**src/rtl/moving_window_integrator_pkg.sv**
```systemverilog
// Shared constants and types for the QRS moving-window integrator and its neighbours.
// MWI_LOG2_WIN is also read by the peak detector threshold logic.
package moving_window_integrator_pkg;

   localparam int NBIT         = 16;
   localparam int MWI_LOG2_WIN = 5;

   typedef enum logic {
      ST_FILL = 1'b0,
      ST_RUN  = 1'b1
   } mwi_state_t;

endpackage

```
**src/rtl/moving_window_integrator_sample_delay_line.sv**
```systemverilog
// Circular WIN x NBIT sample store: registered write, combinational read of the
// entry currently at addr (the value before this edge's write lands).
module sample_delay_line #(
   parameter int NBIT     = 16,
   parameter int LOG2_WIN = 5
) (
   input  logic                clk,
   input  logic                wr_en,
   input  logic [LOG2_WIN-1:0] addr,
   input  logic [NBIT-1:0]     wr_data,
   output logic [NBIT-1:0]     rd_data
);

   localparam int WIN = 2 ** LOG2_WIN;

   // Storage carries no reset; the top never consumes an entry it has not written.
   logic [NBIT-1:0] mem_reg [WIN];

   always_ff @(posedge clk) begin
      if (wr_en) begin
         mem_reg[addr] <= wr_data;
      end
   end

   assign rd_data = mem_reg[addr];

endmodule

```
**src/rtl/moving_window_integrator.sv**
```systemverilog
// Moving-window integrator: running mean of the last 2**LOG2_WIN accepted samples,
// with valid handshake, window-full indicator and synchronous clear.
module moving_window_integrator
   import moving_window_integrator_pkg::*;
#(
   parameter int NBIT     = moving_window_integrator_pkg::NBIT,
   parameter int LOG2_WIN = moving_window_integrator_pkg::MWI_LOG2_WIN
) (
   input  logic                   clk,
   input  logic                   rst,
   input  logic                   clear,
   input  logic                   din_valid,
   input  logic signed [NBIT-1:0] din,
   output logic signed [NBIT-1:0] dout,
   output logic                   dout_valid,
   output logic                   primed
);

   localparam int ACCW = NBIT + LOG2_WIN;
   localparam logic [LOG2_WIN-1:0] LAST_IDX = '1;

   mwi_state_t                state_reg, state_next;
   logic [LOG2_WIN-1:0]       fill_cnt_reg, fill_cnt_next;
   logic [LOG2_WIN-1:0]       wr_ptr_reg, wr_ptr_next;
   logic signed [ACCW-1:0]    sum_reg, sum_next;
   logic signed [NBIT-1:0]    dout_reg, dout_next;
   logic                      dout_valid_reg, dout_valid_next;
   logic                      primed_reg, primed_next;

   logic                      accept;
   logic [NBIT-1:0]           old_sample;
   logic signed [ACCW-1:0]    din_ext, old_ext;

   assign accept = din_valid & ~clear;

   sample_delay_line #(
      .NBIT     (NBIT),
      .LOG2_WIN (LOG2_WIN)
   ) u_delay_line (
      .clk     (clk),
      .wr_en   (accept),
      .addr    (wr_ptr_reg),
      .wr_data (din),
      .rd_data (old_sample)
   );

   // While filling, the slot being overwritten has never held a real sample.
   assign din_ext = {{LOG2_WIN{din[NBIT-1]}}, din};
   assign old_ext = (state_reg == ST_RUN) ? {{LOG2_WIN{old_sample[NBIT-1]}}, old_sample}
                                          : '0;

   always_comb begin
      state_next      = state_reg;
      fill_cnt_next   = fill_cnt_reg;
      wr_ptr_next     = wr_ptr_reg;
      sum_next        = sum_reg;
      dout_next       = dout_reg;
      dout_valid_next = 1'b0;
      primed_next     = primed_reg;

      if (clear) begin
         state_next    = ST_FILL;
         fill_cnt_next = '0;
         wr_ptr_next   = '0;
         sum_next      = '0;
         dout_next     = '0;
         primed_next   = 1'b0;
      end else if (din_valid) begin
         sum_next        = sum_reg + din_ext - old_ext;
         wr_ptr_next     = wr_ptr_reg + 1'b1;
         // Upper NBIT bits of the accumulator are exactly sum >>> LOG2_WIN.
         dout_next       = sum_next[ACCW-1:LOG2_WIN];
         dout_valid_next = 1'b1;
         if (state_reg == ST_FILL) begin
            fill_cnt_next = fill_cnt_reg + 1'b1;
            if (fill_cnt_reg == LAST_IDX) begin
               state_next  = ST_RUN;
               primed_next = 1'b1;
            end
         end
      end
   end

   always_ff @(posedge clk or negedge rst) begin
      if (!rst) begin
         state_reg      <= ST_FILL;
         fill_cnt_reg   <= '0;
         wr_ptr_reg     <= '0;
         sum_reg        <= '0;
         dout_reg       <= '0;
         dout_valid_reg <= 1'b0;
         primed_reg     <= 1'b0;
      end else begin
         state_reg      <= state_next;
         fill_cnt_reg   <= fill_cnt_next;
         wr_ptr_reg     <= wr_ptr_next;
         sum_reg        <= sum_next;
         dout_reg       <= dout_next;
         dout_valid_reg <= dout_valid_next;
         primed_reg     <= primed_next;
      end
   end

   assign dout       = dout_reg;
   assign dout_valid = dout_valid_reg;
   assign primed     = primed_reg;

endmodule
```
**config.mk**
```make
export PLATFORM = sky130hd
export DESIGN_NAME = moving_window_integrator
export DESIGN_NICKNAME = d
export VERILOG_FILES = /design/src/rtl/moving_window_integrator_pkg.sv /design/src/rtl/moving_window_integrator_sample_delay_line.sv /design/src/rtl/moving_window_integrator.sv
export SDC_FILE = /design/constraint.sdc
export NUM_CORES = 1
export LEC_CHECK = 0
export CAP_MARGIN = 20
export CORE_MARGIN = 4
export CORE_UTILIZATION = 50
export DETAILED_ROUTE_END_ITERATION = 16
export PLACE_DENSITY = 0.71
export SYNTH_ARGS = -nofsm -noshare
export SYNTH_HDL_FRONTEND = slang
export SYNTH_SLANG_ARGS = --single-unit
```
**constraint.sdc**
```tcl
create_clock -name clk -period 5.3 [get_ports clk]
set_clock_uncertainty 0.15 [all_clocks]
set_input_delay 0.53 -clock clk [delete_from_list [all_inputs] [get_ports clk]]
set_output_delay 0.53 -clock clk [all_outputs]
set_load 0.1 [all_outputs]
```
Figure 1. Register map, names as in the netlist (run 1).
(1 px per um) Other sequential cells in the stronger grey, the rest of the logic in the fainter grey.
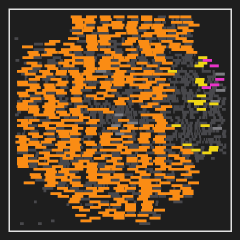
Yellow stands for sum_reg, sequential cells 20. Magenta stands for fill_cnt_reg, sequential cells 5. Orange stands for u_delay_line.mem_reg, sequential cells 512.
final cell utilization of the core: 58.53%
register area: 16230 sq um
power attributed to sequential cells: 4850 uW
flop share of the area: 62.44%

Figure 2. Congestion heat map (run 1).
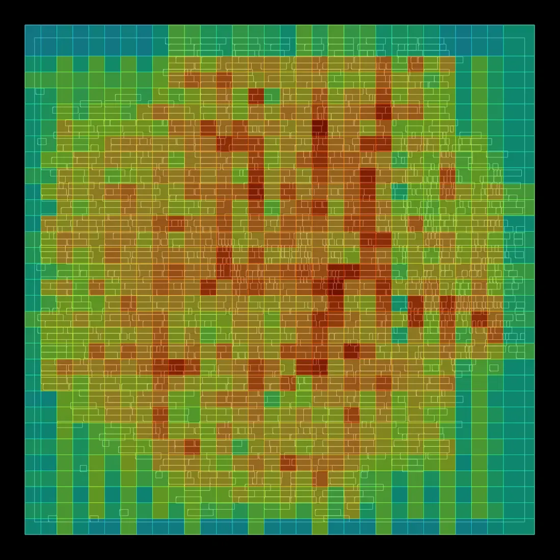
GR met2 Demand/Resource: 32.77%
all-layer global routing usage: 21.72%
Most Crowded Layer GR: met2
met1 Resource Use GR: 32.20%

Figure 3. Wires at chosen ports, followed through buffers (run 1).
(1.5 px per um)
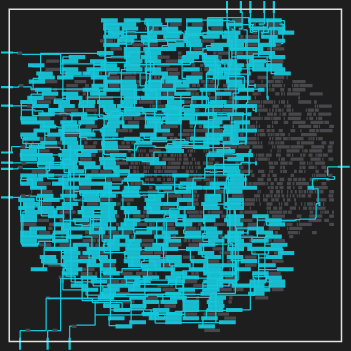
Cyan stands for din, direction input, edge 7 left, 5 top, 3 bottom, 1 right, end cells 529, buffers 32, wire 8490 um.
number of input and output port buffers inserted: 37
I/O pin cnt: 38

==> impl_results.html, run 1 <==
<!-- implementation run metrics -->
<table>
<tr><th>Metric</th><th>Value</th></tr>
<tr><th colspan="2">Status</th></tr>
<tr><td>Run status</td><td>finished, final reports clean</td></tr>
<tr><th colspan="2">Route</th></tr>
<tr><td>Wirelength, routed</td><td>between 50000 and 60000 um</td></tr>
<tr><td>Routed met2 length</td><td>approximately 24000 um</td></tr>
<tr><td>Detailed-routed wire length on met3</td><td>4883 um</td></tr>
<tr><td>Via count</td><td>~12000</td></tr>
<tr><td>Top layer in use</td><td>met4</td></tr>
<tr><th colspan="2">Synthesis</th></tr>
<tr><td>Summed standard-cell area reported by yosys</td><td>22570 sq um</td></tr>
<tr><td>Post-Synthesis Cell Area</td><td>22570 sq um</td></tr>
<tr><td>Share of the yosys chip area belonging to registers</td><td>about 70%</td></tr>
<tr><td>Most frequent cells after synthesis</td><td>sky130_fd_sc_hd__edfxtp_1 (512), sky130_fd_sc_hd__mux4_2 (128), sky130_fd_sc_hd__inv_1 (82)</td></tr>
<tr><td>Mux contribution to synthesized area</td><td>a little over an eighth</td></tr>
<tr><td>Area fraction in and, or, nand and nor cells after synthesis</td><td>about 2.5%</td></tr>
<tr><td>Cell area leaders</td><td>sky130_fd_sc_hd__edfxtp_1 (68%), sky130_fd_sc_hd__mux4_2 (13%), sky130_fd_sc_hd__dfrtp_1 (3.8%), sky130_fd_sc_hd__fa_1 (1.8%), sky130_fd_sc_hd__ha_1 (1.6%)</td></tr>
<tr><td>Prevailing post-synth register cell</td><td>sky130_fd_sc_hd__edfxtp_1</td></tr>
<tr><th colspan="2">Placement</th></tr>
<tr><td>Cell total after placement</td><td>1841</td></tr>
<tr><td>Dpl cell area</td><td>roughly 24000 sq um</td></tr>
<tr><td>Final estimated routing congestion in global placement</td><td>between 0.8 and 0.9</td></tr>
<tr><td>Worst slack at placement</td><td>roughly 0.13 ns</td></tr>
<tr><th colspan="2">Clock tree</th></tr>
<tr><td>Maximum count of clock buffers along a single path</td><td>3</td></tr>
<tr><td>Root Buffer</td><td>sky130_fd_sc_hd__clkbuf_16</td></tr>
<tr><td>Total clock buffers created by CTS</td><td>about 53</td></tr>
<tr><th colspan="2">STA</th></tr>
<tr><td>Setup ws final</td><td>0.3074 ns</td></tr>
<tr><td>RSZ-0062 raised after global routing</td><td>false</td></tr>
<tr><td>Worst-Margin Slew</td><td>1.047 ns</td></tr>
<tr><td>Final TNS setup</td><td>0 ns</td></tr>
<tr><th colspan="2">Final layout</th></tr>
<tr><td>Area overhead of the layout relative to synthesis</td><td>15.20%</td></tr>
<tr><td>Fraction of final layout cells with drive strength greater than 1</td><td>24.50%</td></tr>
<tr><td>Count of inverters other than clock inverters in the layout</td><td>between 80 and 90</td></tr>
<tr><td>Top cells excl fill/tap</td><td>sky130_fd_sc_hd__edfxtp_1 (512), sky130_fd_sc_hd__mux4_2 (128), sky130_fd_sc_hd__buf_4 (92)</td></tr>
<tr><td>Most area-hungry cell class in the final design</td><td>registers</td></tr>
<tr><td>Net count reported at finish</td><td>1374</td></tr>
<tr><td>Layout Cell Area excl Fill</td><td>around 26000 sq um</td></tr>
<tr><th colspan="2">Critical path</th></tr>
<tr><td>Highest net fanout along the worst path</td><td>36</td></tr>
<tr><td>Reg-to-reg slack, setup</td><td>just over 0.3 ns</td></tr>
<tr><td>Endpoint of the lowest-slack register-to-register path</td><td>dout[15]$_DFFE_PN0P_</td></tr>
<tr><td>Cells along the critical path</td><td>buf_12, buf_12, mux4_2, a22oi_1, nand4_1, nand2_1, inv_1, fa_1, inv_1, ha_1, a21o_1, a21o_1, a21oi_1, o22ai_1, a31o_1, a211o_1, xnor2_1, nor2_1</td></tr>
</table>
-- run 1: how the worst max path moves through the flow --
stage                                    endpoint  slack (ns)  cells past startpoint
after CTS                 sum_reg[18]$_DFFE_PN0P_        0.08                     15
after floorplan           sum_reg[17]$_DFFE_PN0P_        0.80                     18
after detailed placement     dout[15]$_DFFE_PN0P_        0.13                     16
final                        dout[15]$_DFFE_PN0P_        0.31                     18
after global routing      sum_reg[18]$_DFFE_PN0P_        0.11                     15
after global placement    sum_reg[18]$_DFFE_PN0P_        0.15                     15
-- run 1: report_power, final --
| group | switching, uW | total [uW] | internal [uW] |
|---|---|---|---|
| sequential | 66.0 | 4850 | 4780 |
| combinational | 1140 | 1880 | 738 |
| clock | 1600 | 3890 | 2280 |
Figure 4. Signal wires by layer (run 1).
(1.5 px per um)
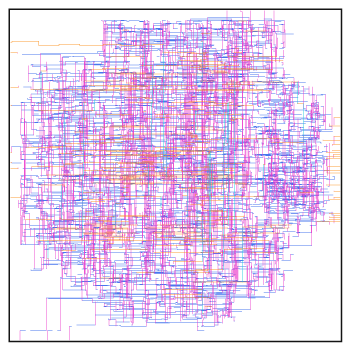

--- run 2 (diff from run 1) ---
Settings changed: RECOVER_POWER set to 50, SETUP_SLACK_MARGIN set to 0.2.
Figure 5. Signal wires by layer (run 2).
(1.5 px per um)
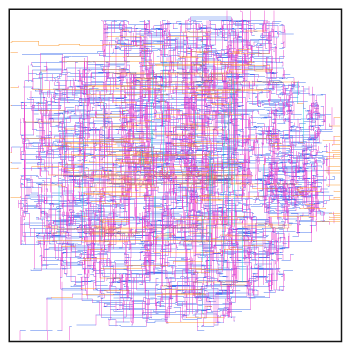
Cyan stands for metal 4, wire length 1210 um. Magenta stands for metal 2, wire length 24.0 mm. Orange stands for metal 3, wire length 5450 um. Blue stands for metal 1, wire length 21.2 mm.
wirelength, routed: 51890 um
via count: 11810
all-layer global routing usage: 21.80%
detailed-route wire length per cell: 26.64 um

==> impl_results.html, run 2 <==
<!-- implementation run metrics -->
<table>
<tr><th>Metric</th><th>Value</th></tr>
<tr><th colspan="2">Status</th></tr>
<tr><td>Failing checks</td><td>capacitance limit, slew limit</td></tr>
<tr><td>Run status</td><td>finished, violations left</td></tr>
<tr><th colspan="2">Power and ir drop</th></tr>
<tr><td>Power Clock</td><td>3890 uW (about the same)</td></tr>
<tr><td>Top power group</td><td>sequential cells</td></tr>
<tr><td>Proportion of power drawn by the clock network</td><td>36.6% (about the same)</td></tr>
<tr><td>Sequential Power Share</td><td>45.6% (about the same)</td></tr>
<tr><td>Switching Fraction</td><td>26.53% (about the same)</td></tr>
<tr><td>Total net switching power</td><td>2819 uW (+0.15%)</td></tr>
<tr><td>Total internal power</td><td>7806 uW (about the same)</td></tr>
<tr><th colspan="2">STA</th></tr>
<tr><td>RSZ-0062 raised after global routing</td><td>false</td></tr>
<tr><td>Pins Over Slew Limit</td><td>129</td></tr>
<tr><td>Worst-Margin Slew</td><td>2.126 ns (+1.080 ns)</td></tr>
<tr><td>Final TNS setup</td><td>0 ns (unchanged)</td></tr>
<tr><th colspan="2">Final layout</th></tr>
<tr><td>Top cells excl fill/tap</td><td>sky130_fd_sc_hd__edfxtp_1 (512), sky130_fd_sc_hd__mux4_2 (128), sky130_fd_sc_hd__inv_1 (82)</td></tr>
<tr><td>Register area</td><td>16230 sq um (unchanged)</td></tr>
<tr><td>Area overhead of the layout relative to synthesis</td><td>15.10% (about the same)</td></tr>
<tr><td>Net count reported at finish</td><td>1379 (+0.36%)</td></tr>
<tr><th colspan="2">Route</th></tr>
<tr><td>Top layer in use</td><td>met4</td></tr>
<tr><td>Routed met2 length</td><td>24010 um (about the same)</td></tr>
<tr><td>Detailed-routed wire length on met3</td><td>5445 um (+12%)</td></tr>
<tr><th colspan="2">Min path</th></tr>
<tr><td>Worst hold path type</td><td>reg2reg</td></tr>
<tr><th colspan="2">Placement</th></tr>
<tr><td>Number of input and output port buffers inserted</td><td>37 (unchanged)</td></tr>
<tr><td>Final estimated routing congestion in global placement</td><td>0.8408 (unchanged)</td></tr>
<tr><th colspan="2">Synthesis</th></tr>
<tr><td>Area fraction in and, or, nand and nor cells after synthesis</td><td>2.489% (unchanged)</td></tr>
<tr><td>Most frequent cells after synthesis</td><td>sky130_fd_sc_hd__edfxtp_1 (512), sky130_fd_sc_hd__mux4_2 (128), sky130_fd_sc_hd__inv_1 (82)</td></tr>
<tr><td>Share of the yosys chip area belonging to registers</td><td>71.90% (unchanged)</td></tr>
<tr><td>Combinational family with the most area after synthesis</td><td>multiplexers</td></tr>
<tr><td>Mux contribution to synthesized area</td><td>13.44% (unchanged)</td></tr>
<tr><td>Post-Synthesis Cell Area</td><td>22570 sq um (unchanged)</td></tr>
<tr><td>Prevailing post-synth register cell</td><td>sky130_fd_sc_hd__edfxtp_1</td></tr>
<tr><td>Cell area leaders</td><td>sky130_fd_sc_hd__edfxtp_1 (68%), sky130_fd_sc_hd__mux4_2 (13%), sky130_fd_sc_hd__dfrtp_1 (3.8%), sky130_fd_sc_hd__fa_1 (1.8%), sky130_fd_sc_hd__ha_1 (1.6%)</td></tr>
<tr><td>Summed standard-cell area reported by yosys</td><td>22570 sq um (unchanged)</td></tr>
<tr><th colspan="2">Critical path</th></tr>
<tr><td>Cells along the critical path</td><td>and3b_1, buf_4, a22o_1, a221oi_1, buf_4, a31oi_1, fa_1, inv_1, ha_1, inv_1, o22ai_1, o21a_1, a21oi_1, o41ai_1, and2_1, o32ai_1</td></tr>
<tr><td>Reg-to-reg slack, setup</td><td>0.35 ns (+0.04 ns)</td></tr>
<tr><td>Highest net fanout along the worst path</td><td>15 (-58%)</td></tr>
<tr><td>Endpoint of the lowest-slack register-to-register path</td><td>sum_reg[18]$_DFFE_PN0P_</td></tr>
<tr><th colspan="2">Floorplanning</th></tr>
<tr><td>I/O pin cnt</td><td>38 (unchanged)</td></tr>
<tr><th colspan="2">Flow run</th></tr>
<tr><td>Max_cap viols</td><td>4</td></tr>
<tr><th colspan="2">Clock tree</th></tr>
<tr><td>Total clock buffers created by CTS</td><td>53 (unchanged)</td></tr>
<tr><td>Maximum count of clock buffers along a single path</td><td>3 (unchanged)</td></tr>
<tr><th colspan="2">GRT</th></tr>
<tr><td>Most Crowded Layer GR</td><td>met2</td></tr>
<tr><td>Met1 Resource Use GR</td><td>32.37% (+0.17 points)</td></tr>
<tr><td>GR met2 Demand/Resource</td><td>32.82% (+0.041 points)</td></tr>
</table>
## run 2: final cells by class
| type | instances | area share (%) |
|---|---|---|
| flip-flops and latches | 546 | 62.50 |
| multi-input cells | 484 | 21.82 |
| clock buffers | 60 | 5.371 |
| repair buffers | 144 | 4.706 |
| well taps | 592 | 2.852 |
| clock inverters | 40 | 1.570 |
| inverters | 82 | 1.185 |
## run 2: metrics by stage
step                worst slack (ns)  utilization (%)  cells  cell area, sq um  hold WS [ns]
global placement              0.1537            54.39   1841             24160        0.3342
finish                        0.3521            58.48   1948             25970        0.3807
floorplan                     0.7960                -   1188             22570       0.08441
CTS                           0.2588            58.52   1943             25990        0.3891
detailed placement            0.1327            54.39   1841             24160        0.3682
global route                  0.1678            58.48   1948             25970        0.4152
Power is estimated from default activity; no workload was simulated.
